[src/rtl/i2s_pkg.sv]
// Shared types for the I2S receiver: FSM states, channel tags and the default sample width.
package i2s_pkg;

    localparam int unsigned I2S_SAMPLE_W = 16;

    typedef enum logic [1:0] {
        IDLE,
        SKIP,
        SHIFT,
        HOLD
    } i2s_rx_state_t;

    typedef enum logic {
        CH_LEFT,
        CH_RIGHT
    } i2s_ch_t;

endpackage

[src/rtl/i2s_sync.sv]
// Multi-flop synchroniser for one asynchronous input, with rise/fall pulses of the synchronised value.
module i2s_sync #(
    parameter int unsigned SYNC_STAGES = 2
) (
    input  logic CLK,
    input  logic RESET,
    input  logic din,
    output logic dout,
    output logic rise,
    output logic fall
);

    logic [SYNC_STAGES-1:0] chain;
    logic                   prev;

    always_ff @(posedge CLK or posedge RESET) begin
        if (RESET) begin
            chain <= '0;
            prev  <= 1'b0;
        end else begin
            chain <= {chain[SYNC_STAGES-2:0], din};
            prev  <= chain[SYNC_STAGES-1];
        end
    end

    assign dout = chain[SYNC_STAGES-1];
    assign rise = dout & ~prev;
    assign fall = ~dout & prev;

endmodule

[src/rtl/i2s_rx.sv]
// I2S receiver: oversamples sclk/lrclk/sdin with CLK and emits one {left,right} pair per frame.
// Optional I2S_RX_PEAK_EN adds per-channel peak magnitude outputs cleared on each handshake.
module i2s_rx
    import i2s_pkg::*;
#(
    parameter int unsigned SAMPLE_W    = I2S_SAMPLE_W,
    parameter int unsigned SYNC_STAGES = 2
) (
    input  logic                CLK,
    input  logic                RESET,
    input  logic                sclk,
    input  logic                lrclk,
    input  logic                sdin,
    input  logic                enable,
    output logic [SAMPLE_W-1:0] out_left,
    output logic [SAMPLE_W-1:0] out_right,
    output logic                out_valid,
    input  logic                out_ready,
    output logic                overrun
`ifdef I2S_RX_PEAK_EN
    ,
    output logic [SAMPLE_W-1:0] peak_left,
    output logic [SAMPLE_W-1:0] peak_right
`endif
);

    localparam int unsigned         CNT_W = $clog2(SAMPLE_W + 1);
    localparam logic [CNT_W-1:0]    FULL  = CNT_W'(SAMPLE_W);

    logic sclk_s, sclk_rise, sclk_fall_unused;
    logic lr_s_unused, lr_rise, lr_fall;
    logic sd_s, sd_rise_unused, sd_fall_unused;

    i2s_sync #(.SYNC_STAGES(SYNC_STAGES)) u_sync_sclk (
        .CLK(CLK), .RESET(RESET), .din(sclk),
        .dout(sclk_s), .rise(sclk_rise), .fall(sclk_fall_unused)
    );

    i2s_sync #(.SYNC_STAGES(SYNC_STAGES)) u_sync_lrclk (
        .CLK(CLK), .RESET(RESET), .din(lrclk),
        .dout(lr_s_unused), .rise(lr_rise), .fall(lr_fall)
    );

    i2s_sync #(.SYNC_STAGES(SYNC_STAGES)) u_sync_sdin (
        .CLK(CLK), .RESET(RESET), .din(sdin),
        .dout(sd_s), .rise(sd_rise_unused), .fall(sd_fall_unused)
    );

    i2s_rx_state_t       state, state_nxt;
    logic [SAMPLE_W-1:0] shreg, shreg_nxt;
    logic [CNT_W-1:0]    bit_cnt, bit_cnt_nxt;
    logic [SAMPLE_W-1:0] left_hold, left_hold_nxt;
    logic [SAMPLE_W-1:0] slot_word;
    i2s_ch_t             ch_done;
    logic                pair_done;
    logic                handshake;
    logic                load;

    // Short slots land MSB-aligned; a count of zero shifts everything out.
    function automatic logic [SAMPLE_W-1:0] align(input logic [SAMPLE_W-1:0] v,
                                                  input logic [CNT_W-1:0]    n);
        return v << (FULL - n);
    endfunction

    assign slot_word = align(shreg, bit_cnt);
    assign handshake = out_valid & out_ready;
    assign load      = pair_done & (~out_valid | out_ready);

    always_ff @(posedge CLK or posedge RESET) begin
        if (RESET) begin
            state     <= IDLE;
            shreg     <= '0;
            bit_cnt   <= '0;
            left_hold <= '0;
        end else begin
            state     <= state_nxt;
            shreg     <= shreg_nxt;
            bit_cnt   <= bit_cnt_nxt;
            left_hold <= left_hold_nxt;
        end
    end

    always_comb begin
        state_nxt     = state;
        shreg_nxt     = shreg;
        bit_cnt_nxt   = bit_cnt;
        left_hold_nxt = left_hold;
        ch_done       = CH_LEFT;
        pair_done     = 1'b0;
        if (!enable) begin
            state_nxt   = IDLE;
            shreg_nxt   = '0;
            bit_cnt_nxt = '0;
        end else if (state == IDLE) begin
            if (lr_fall) begin
                state_nxt   = SKIP;
                shreg_nxt   = '0;
                bit_cnt_nxt = '0;
            end
        end else if (lr_rise || lr_fall) begin
            // A rising word select ends the left slot, a falling one ends the right slot.
            ch_done = lr_rise ? CH_LEFT : CH_RIGHT;
            if (ch_done == CH_LEFT) begin
                left_hold_nxt = slot_word;
            end else begin
                pair_done = 1'b1;
            end
            state_nxt   = SKIP;
            shreg_nxt   = '0;
            bit_cnt_nxt = '0;
        end else if (sclk_rise) begin
            case (state)
                SKIP: begin
                    state_nxt   = SHIFT;
                    bit_cnt_nxt = '0;
                end
                SHIFT: begin
                    shreg_nxt   = {shreg[SAMPLE_W-2:0], sd_s};
                    bit_cnt_nxt = bit_cnt + CNT_W'(1);
                    if (bit_cnt == FULL - CNT_W'(1)) begin
                        state_nxt = HOLD;
                    end
                end
                default: ;
            endcase
        end
    end

    always_ff @(posedge CLK or posedge RESET) begin
        if (RESET) begin
            out_left  <= '0;
            out_right <= '0;
            out_valid <= 1'b0;
            overrun   <= 1'b0;
        end else if (load) begin
            out_left  <= left_hold;
            out_right <= slot_word;
            out_valid <= 1'b1;
        end else begin
            if (pair_done) begin
                overrun <= 1'b1;
            end
            if (handshake) begin
                out_valid <= 1'b0;
            end
        end
    end

`ifdef I2S_RX_PEAK_EN
    localparam logic [SAMPLE_W-1:0] MOST_NEG = {1'b1, {(SAMPLE_W-1){1'b0}}};
    localparam logic [SAMPLE_W-1:0] MAX_POS  = {1'b0, {(SAMPLE_W-1){1'b1}}};

    function automatic logic [SAMPLE_W-1:0] mag(input logic [SAMPLE_W-1:0] v);
        if (!v[SAMPLE_W-1]) return v;
        if (v == MOST_NEG) return MAX_POS;
        return -v;
    endfunction

    logic [SAMPLE_W-1:0] peak_l_base, peak_r_base, mag_l, mag_r;

    assign peak_l_base = handshake ? '0 : peak_left;
    assign peak_r_base = handshake ? '0 : peak_right;
    assign mag_l       = mag(left_hold);
    assign mag_r       = mag(slot_word);

    always_ff @(posedge CLK or posedge RESET) begin
        if (RESET) begin
            peak_left  <= '0;
            peak_right <= '0;
        end else if (pair_done) begin
            peak_left  <= (mag_l > peak_l_base) ? mag_l : peak_l_base;
            peak_right <= (mag_r > peak_r_base) ? mag_r : peak_r_base;
        end else if (handshake) begin
            peak_left  <= '0;
            peak_right <= '0;
        end
    end
`endif

endmodule

[config.mk]
export PLATFORM = sky130hd
export DESIGN_NAME = i2s_rx
export DESIGN_NICKNAME = d
export VERILOG_FILES = /design/src/rtl/i2s_pkg.sv /design/src/rtl/i2s_sync.sv /design/src/rtl/i2s_rx.sv
export SDC_FILE = /design/constraint.sdc
export NUM_CORES = 1
export LEC_CHECK = 0
export CORE_UTILIZATION = 56
export DETAILED_ROUTE_END_ITERATION = 7
export PLACE_DENSITY = 0.9
export SYNTH_ARGS = -nofsm -noshare
export SYNTH_HDL_FRONTEND = slang
export SYNTH_SLANG_ARGS = --single-unit
export TNS_END_PERCENT = 20
[constraint.sdc]
create_clock -name CLK -period 3.7 [get_ports CLK]
set_clock_uncertainty 0.15 [all_clocks]
set_input_delay 0.74 -clock CLK [delete_from_list [all_inputs] [get_ports CLK]]
set_output_delay 0.74 -clock CLK [all_outputs]
set_load 0.01 [all_outputs]
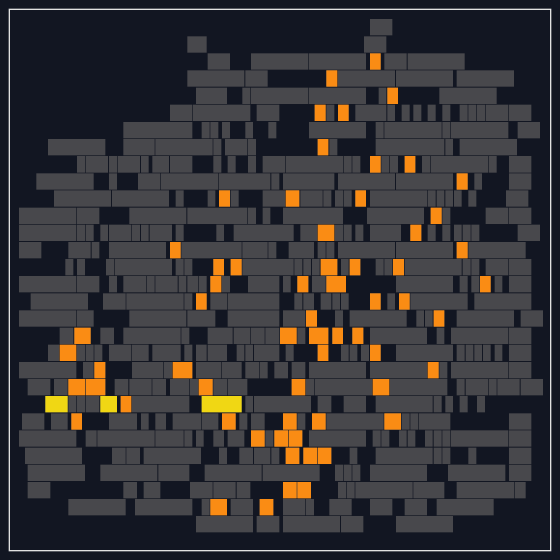
Run 1: gate families picked out
legend:
  orange:
    family: inverting AOI/OAI gates
    cells: 63
    most_used: o21ai_0
  yellow:
    family: AND-OR and OR-AND gates
    cells: 3

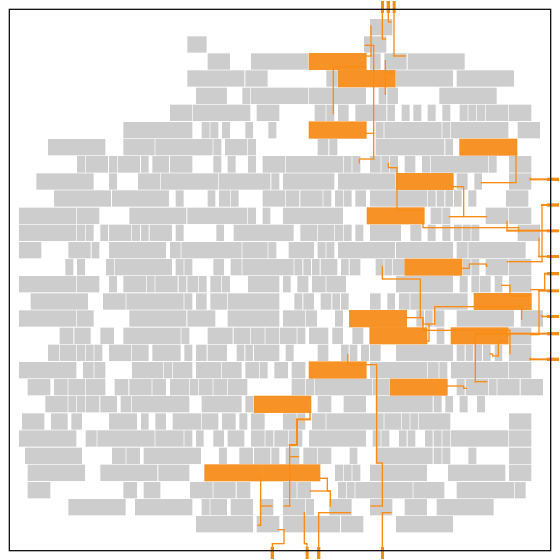
Run 1: port wiring
legend:
  orange:
    port: out_right
    direction: output
    edge: 9 right, 4 bottom, 3 top
    end_cells: 16
    buffers: 16
    wire: 369 µm

==> qor.yml, run 1 <==
synthesis:
  synthTopCellsByCount: "nand2_1 (123), dfrtp_1 (81), o21ai_0 (31)"
  top_cells_by_area: "dfrtp_1 (52%), nand2_1 (12%), mux2i_1 (5.6%)"
  yosysMostFrequentCell: "nand2_1"
  synth_warnings: 0
die:
  die_area_um2: 7340
  die_w_um: 85.7
timing:
  finalClockPeriodUsage_pct: 77.5
  fin_setup_tns_ns: 0
clock_network:
  post_cts_buffers: 0
power_and_ir_drop:
  leakage_nw: 2.10
  p_sw_share_pct: 24.3
  cellInternalPower_mw: 1.42
  p_switching_mw: 0.457
global_route:
  grt_pass1_wl_mm: 13.9
  grt_antenna_before_repair: 0
  grt_max_degree: 64
  grt_pass1_vias: 2952
layout:
  instances_no_fill: 542
  diodes: 0
placed_design:
  placement.io_buffers: 40
worst_setup_path:
  arrival_ns: 2.93
status:
  status: "complete, no violations"
worst_hold_path:
  worstHoldPathType: "flop to flop"
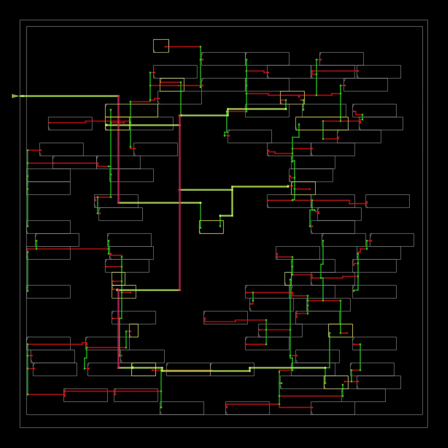
Run 1: the clock network
CTS Buf Count: 9
Layout clock buffers: 10

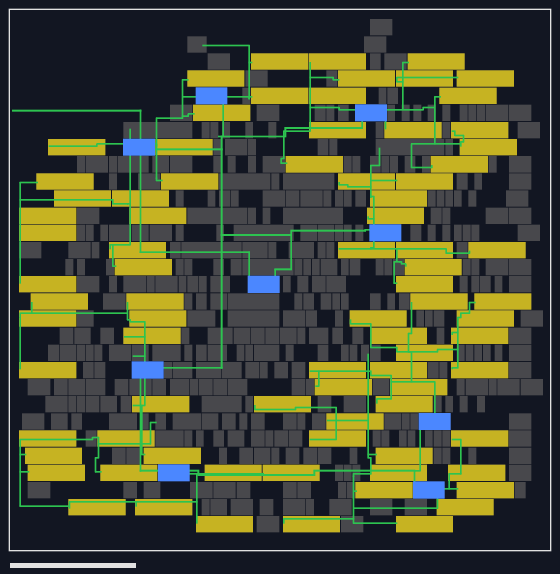
Run 1: clock network drawn from the DEF
Bar = 20 µm.
legend:
  green:
    item: clock wires
    length: 931 µm
  yellow:
    item: flip-flops
    count: 81
  blue:
    item: cells driving clock nets
    count: 9
routed clock nets: 10
flops lie: all over the die

==> run 1: sequential cells by signal, indices dropped and copies added, names as in the netlist, 2 cells and up <==
register	count
bit_cnt	5
left_hold	16
out_left	16
out_right	16
shreg	16
state	2
u_sync_lrclk.chain	2
u_sync_sclk.chain	2
u_sync_sdin.chain	2
==> run 1: layout make-up <==
cell class	count	share of cell area [%]
Multi-Input combinational cell	280	37.2
Inverter	24	1.98
Sequential cell	81	44.0
Clock inverter	5	1.77
Clock buffer	10	2.77
Tap cell	96	2.61
Timing Repair Buffer	46	9.67
==> run 1: cells by family (layout without fill, tap and decap cells) <==
logic type	count (synthesis)	in the layout	share of synthesized area (%)
buf+inv	44	85	4.62
flops	81	81	51.7
compound gates	66	66	10.4
simple gates	171	171	18.8
fa+ha+maj	6	6	1.85
xor+xnor	3	3	0.670
mux	34	34	12.0
==> run 1: path summary, 6_finish.rpt <==
check	startpoint	endpoint	slack (ns)	depth (start not counted)
max reg2reg	bit_cnt[1]	left_hold[14]	0.83	6
max in group asynchronous	RESET	shreg[6]	1.90	3
min in group asynchronous	RESET	out_left[5]	0.76	2
min reg2reg	u_sync_sclk.chain[0]	u_sync_sclk.chain[1]	0.21	0
min	u_sync_sclk.chain[0]	u_sync_sclk.chain[1]	0.21	0
max	bit_cnt[1]	left_hold[14]	0.83	6
==> run 1: routing by layer <==
layer / vias up / global-route usage (%) / part of all wire (%)
met5: - / 0 / 0
li1: 1440 / - / -
met3: 21 / 7.31 / 5.3
met4: 0 / 8.94 / 1.9
met1: 1495 / 31.5 / 42
met2: 114 / 40.5 / 51
==> run 1: worst max-delay path, stage by stage, from the launching register on <==
cell and delay, ns:
dfrtp_1 0.44, inv_1 0.10, ha_1 0.81, mux2_2 0.45, mux4_2 0.46, a22oi_1 0.20, o21ai_0 0.11
Run 1, routed metal, one colour a layer:
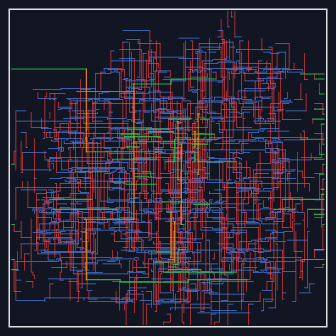

==> inputs of run 2 (changes only) <==
- CORE_UTILIZATION: 56 -> 51
- PLACE_DENSITY: 0.9 -> 0.87
- clock period: 3.7 -> 2.4 ns (I/O delays scaled with it)
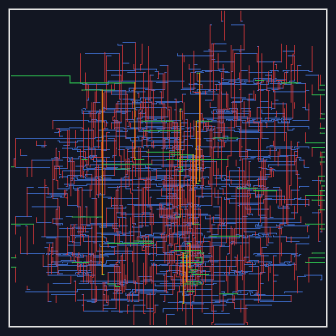
Run 2: routed metal, one colour a layer
legend:
  green:
    layer: met3
    wire_length: 317 µm
  red:
    layer: met2
    wire_length: 3880 µm
  blue:
    layer: met1
    wire_length: 3460 µm
  orange:
    layer: met4
    wire_length: 201 µm

==> run 2 against run 1 <==
Clock power up 36%. Register-to-register slack worse by 0.71 ns. Utilization fell by 3.4 points. Largest cell class unchanged.
==> qor.yml, run 2 <==
placed_design:
  placement.io_buffers: 40  # unchanged
worst_setup_path:
  cp_top_family: "simple AND/OR/NAND/NOR gates"
  max_stage_delay_ns: 0.56  # -0.25 ns
  cp_common_cell: "buf_4"
  path_buffers: 2  # +1
  cp_slowest_cell: "or4_4"
  path_cells: "buf_4 -> or4_4 -> o22ai_1 -> buf_4 -> nand2_1 -> o21ai_0"
  arrival_ns: 2.38  # -0.55 ns
synthesis:
  top_cells_by_area: "dfrtp_1 (52%), nand2_1 (12%), mux2i_1 (5.6%)"
  synth.distinct_cells: 44
  synth_warnings: 0  # unchanged
  synthTopCellsByCount: "nand2_1 (123), dfrtp_1 (81), o21ai_0 (31)"
  yosysMostFrequentCell: "nand2_1"
  ys_seq_share_pct: 51.7
timing:
  finalClockPeriodUsage_pct: 94.8  # +17 points
  fin_setup_tns_ns: 0  # unchanged
clock_network:
  post_cts_buffers: 0  # unchanged
  numCtsBuffers: 9  # unchanged
layout:
  lay_top_cells: "nand2_1 (123), dfrtp_1 (81), clkdlybuf4s50_1 (40)"
  diodes: 0  # unchanged
  instances_no_fill: 558  # +3.0%
  area_growth_pct: 20.4
flow_run:
  warnings: 28
global_route:
  grt_max_degree: 82  # +28%
  grt_antenna_before_repair: 0  # unchanged
  grt_pass1_wl_mm: 13.6  # -2.4%
  grt_pass1_vias: 2984  # +1.1%
route:
  initialDrtViolationCount: 193
power_and_ir_drop:
  leakage_nw: 2.16  # +2.8%
  cellInternalPower_mw: 2.10  # +47%
  seq_power_mw: 1.49
  sequentialPowerShare_pct: 53.8
  p_sw_share_pct: 24.4  # +0.14 points
  p_switching_mw: 0.679  # +49%
die:
  die_area_um2: 8050  # +9.6%
  die_w_um: 89.7  # +4.7%
status:
  status: "complete, no violations"
[run 2: per-stage QoR]
step	util [%]	power, mW	worst slack, ns
global placement	61.6	1.85	0.187
finish	64.4	2.78	0.124
detailed placement	61.6	1.87	0.119
CTS	64.2	2.80	0.0916
global route	64.4	2.89	0.0141
floorplan	-	1.71	0.00623
[run 2: area by class of cell]
| type | instances | area, µm² |
|---|---|---|
| Multi-Input combinational cell | 280 | 1730 |
| Clock buffer | 11 | 131 |
| Sequential cell | 81 | 2030 |
| Inverter | 24 | 93.8 |
| Tap cell | 99 | 124 |
| Clock inverter | 5 | 56.3 |
| Fill cell | 575 | 2610 |
| Timing Repair Buffer | 58 | 561 |
[run 2: metal layers]
layer	global-route usage (%)	vias to the layer above	share of wire, %
met4	9.84	0	2.6
met3	3.55	21	4.0
li1	-	1469	-
met2	34.4	104	49
met1	27.2	1454	44
met5	0	-	0
[run 2: path summary, 6_finish.rpt]
check	slack, ns	cells past startpoint	end	startpoint
worst min register to register	0.20	0	u_sync_lrclk.chain[1]	u_sync_lrclk.chain[0]
worst max register to register	0.12	6	left_hold[4]	bit_cnt[0]
worst min-delay path	0.20	0	u_sync_lrclk.chain[1]	u_sync_lrclk.chain[0]
min in group asynchronous	0.44	3	out_left[14]	RESET
worst max-delay path	0.12	6	left_hold[4]	bit_cnt[0]
max in group asynchronous	1.33	3	shreg[10]	RESET
[run 2: kinds of logic after synthesis]
| family | count (synthesis) | share of synthesized area [%] |
|---|---|---|
| AND-OR/OR-AND | 66 | 10.4 |
| flip-flops | 81 | 51.7 |
| adder cells (fa/ha/maj) | 6 | 1.85 |
| multiplexers | 34 | 12.0 |
| XOR/XNOR | 3 | 0.670 |
| buffers and inverters | 44 | 4.62 |
| AND/OR/NAND/NOR | 171 | 18.8 |
Run 2, clock network drawn from the DEF:
Bar = 20 µm.
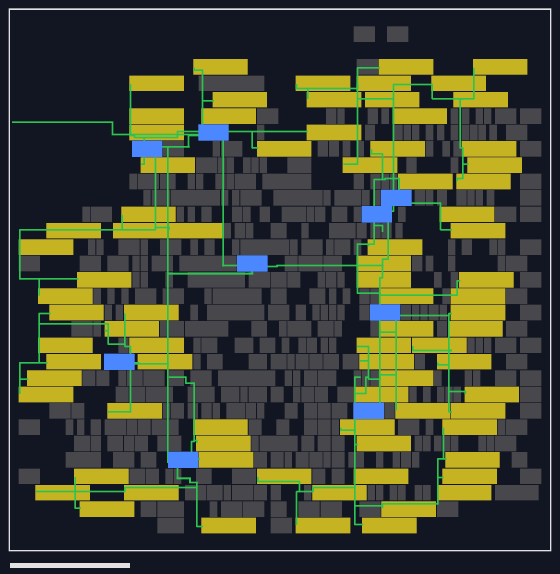

==> inputs of run 3 (changes only) <==
- CTS_CLUSTER_DIAMETER: default -> 40
- PLACE_DENSITY: 0.87 -> default
- PLACE_DENSITY_LB_ADDON: default -> 0.3
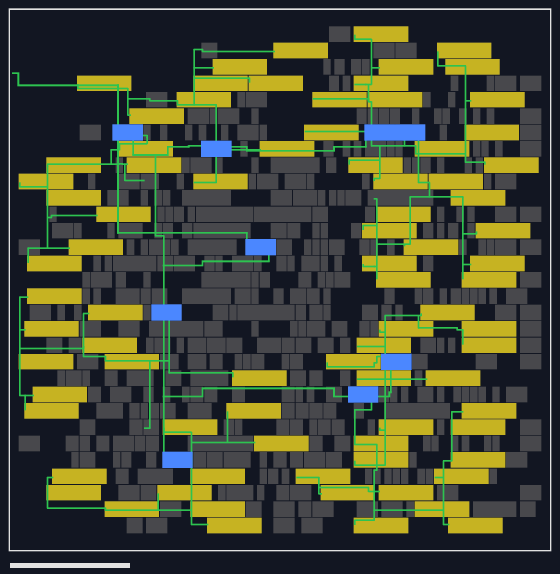
Run 3: clock network drawn from the DEF
Bar = 20 µm.
legend:
  green:
    item: clock wires
    length: 916 µm
  blue:
    item: cells driving clock nets
    count: 9
  yellow:
    item: flip-flops
    count: 81
routed clock nets: 10

==> run 3 against run 2 <==
Critical path depth is 1 lower. Total power is 9.1% higher. Non-clock buffer count is 4 higher. Sequential power hardly changed. Fmax is 0.77% higher. Critical endpoint is now left_hold[9]. Combinational power hardly changed. Highest routed layer unchanged. Worst hold slack better by 0.0029 ns. Global-route usage is 0.44 points higher. Count of clock-buffer cells in the layout is 2 lower. Utilization is 1.2 points higher.
==> qor.yml, run 3 <==
status:
  status: "complete, no violations"
clock_network:
  numCtsBuffers: 9  # unchanged
route:
  initialDrtViolationCount: 195  # +1.0%
  wl_met1_mm: 3.71  # +7.0%
  wl_met2_mm: 3.95  # +1.9%
  top_layer: "met4"
synthesis:
  ys_seq_share_pct: 51.7  # unchanged
  top_cells_by_area: "dfrtp_1 (52%), nand2_1 (12%), mux2i_1 (5.6%)"
  synthTopCellsByCount: "nand2_1 (123), dfrtp_1 (81), o21ai_0 (31)"
  synth.distinct_cells: 44  # unchanged
  synth_warnings: 0  # unchanged
placed_design:
  dp_slack_ns: 0.0625  # -0.0565 ns
global_route:
  grt_pass1_wl_mm: 13.9  # +2.3%
  grt_max_degree: 82  # unchanged
  gr-usage-met3_pct: 4.57  # +1.0 points
  grt_antenna_before_repair: 0  # unchanged
layout:
  area_growth_pct: 22.7
  instances_no_fill: 562  # +0.72%
  diodes: 0  # unchanged
  lay_top_cells: "nand2_1 (123), dfrtp_1 (81), clkdlybuf4s50_1 (40)"
  final_util_pct: 65.6  # +1.2 points
worst_setup_path:
  crit_path_end: "left_hold[9]"
  r2r_start: "bit_cnt[0]"
  path_cells: "buf_4 -> or4_4 -> o22a_4 -> or3_1 -> a31oi_1"
  arrival_ns: 2.37  # about the same
  rr_worst_depth: 5  # -1
  cp_slowest_cell: "or4_4"
  max_stage_delay_ns: 0.56  # about the same
  worstReg2RegEnd: "left_hold[9]"
  crit_path_start: "bit_cnt[0]"
worst_hold_path:
  hold_path.startpoint: "u_sync_lrclk.chain[0]"
timing:
  fin_ws_ns: 0.142  # +0.0174 ns
  finalClockPeriodUsage_pct: 94.1  # -0.73 points
  fin_setup_tns_ns: 0  # unchanged
power_and_ir_drop:
  leakage_nw: 2.20  # +2.0%
die:
  die_area_um2: 8050  # unchanged
  die_w_um: 89.7  # unchanged
==> run 3: repair_timing <==
action | 4_1_cts | 5_1_grt
endpoints found under the setup margin | 0 | 26
gates resized | 0 | 3
hold buffers | 0 | 0
==> run 3: worst min path at each step <==
stage	to	slack, ns	depth (start not counted)
CTS	u_sync_lrclk.chain[1]	0.21	0
floorplan	u_sync_lrclk.chain[1]	0.18	0
global placement	u_sync_lrclk.chain[1]	0.19	0
detailed placement	u_sync_sclk.chain[1]	0.19	0
finish	u_sync_lrclk.chain[1]	0.20	0
global route	u_sync_sclk.chain[1]	0.22	0
==> run 3: cells by family (layout without fill, tap and decap cells) <==
| kind of cell | after synthesis | after routing | share of synthesized area [%] |
|---|---|---|---|
| AND/OR/NAND/NOR | 171 | 171 | 18.8 |
| flip-flops | 81 | 81 | 51.7 |
| AND-OR/OR-AND | 66 | 66 | 10.4 |
| buffers and inverters | 44 | 102 | 4.62 |
| multiplexers | 34 | 34 | 12.0 |
| adder cells (fa/ha/maj) | 6 | 6 | 1.85 |
| XOR/XNOR | 3 | 3 | 0.670 |
==> run 3: area by class of cell <==
type	count	area (µm²)
Clock buffer	9	124
Clock inverter	7	119
Fill cell	597	2520
Inverter	24	93.8
Multi-Input combinational cell	280	1730
Sequential cell	81	2030
Tap cell	99	124
Timing Repair Buffer	62	591
==> run 3: report_power, final <==
part | total (mW) | switching (mW) | internal [mW]
sequential | 1.50 | 0.0528 | 1.44
clock | 1.18 | 0.491 | 0.690
combinational | 0.351 | 0.175 | 0.177
total | 3.03 | 0.719 | 2.31
==> run 3: critical path, delay by kind of cell (launching register included) <==
family / cells / cell delay (ns)
simple gates: 2 / 0.96
compound gates: 2 / 0.44
flops: 1 / 0.40
buf+inv: 1 / 0.22
Power figures rest on the tool's default switching activity, not on a simulated workload.
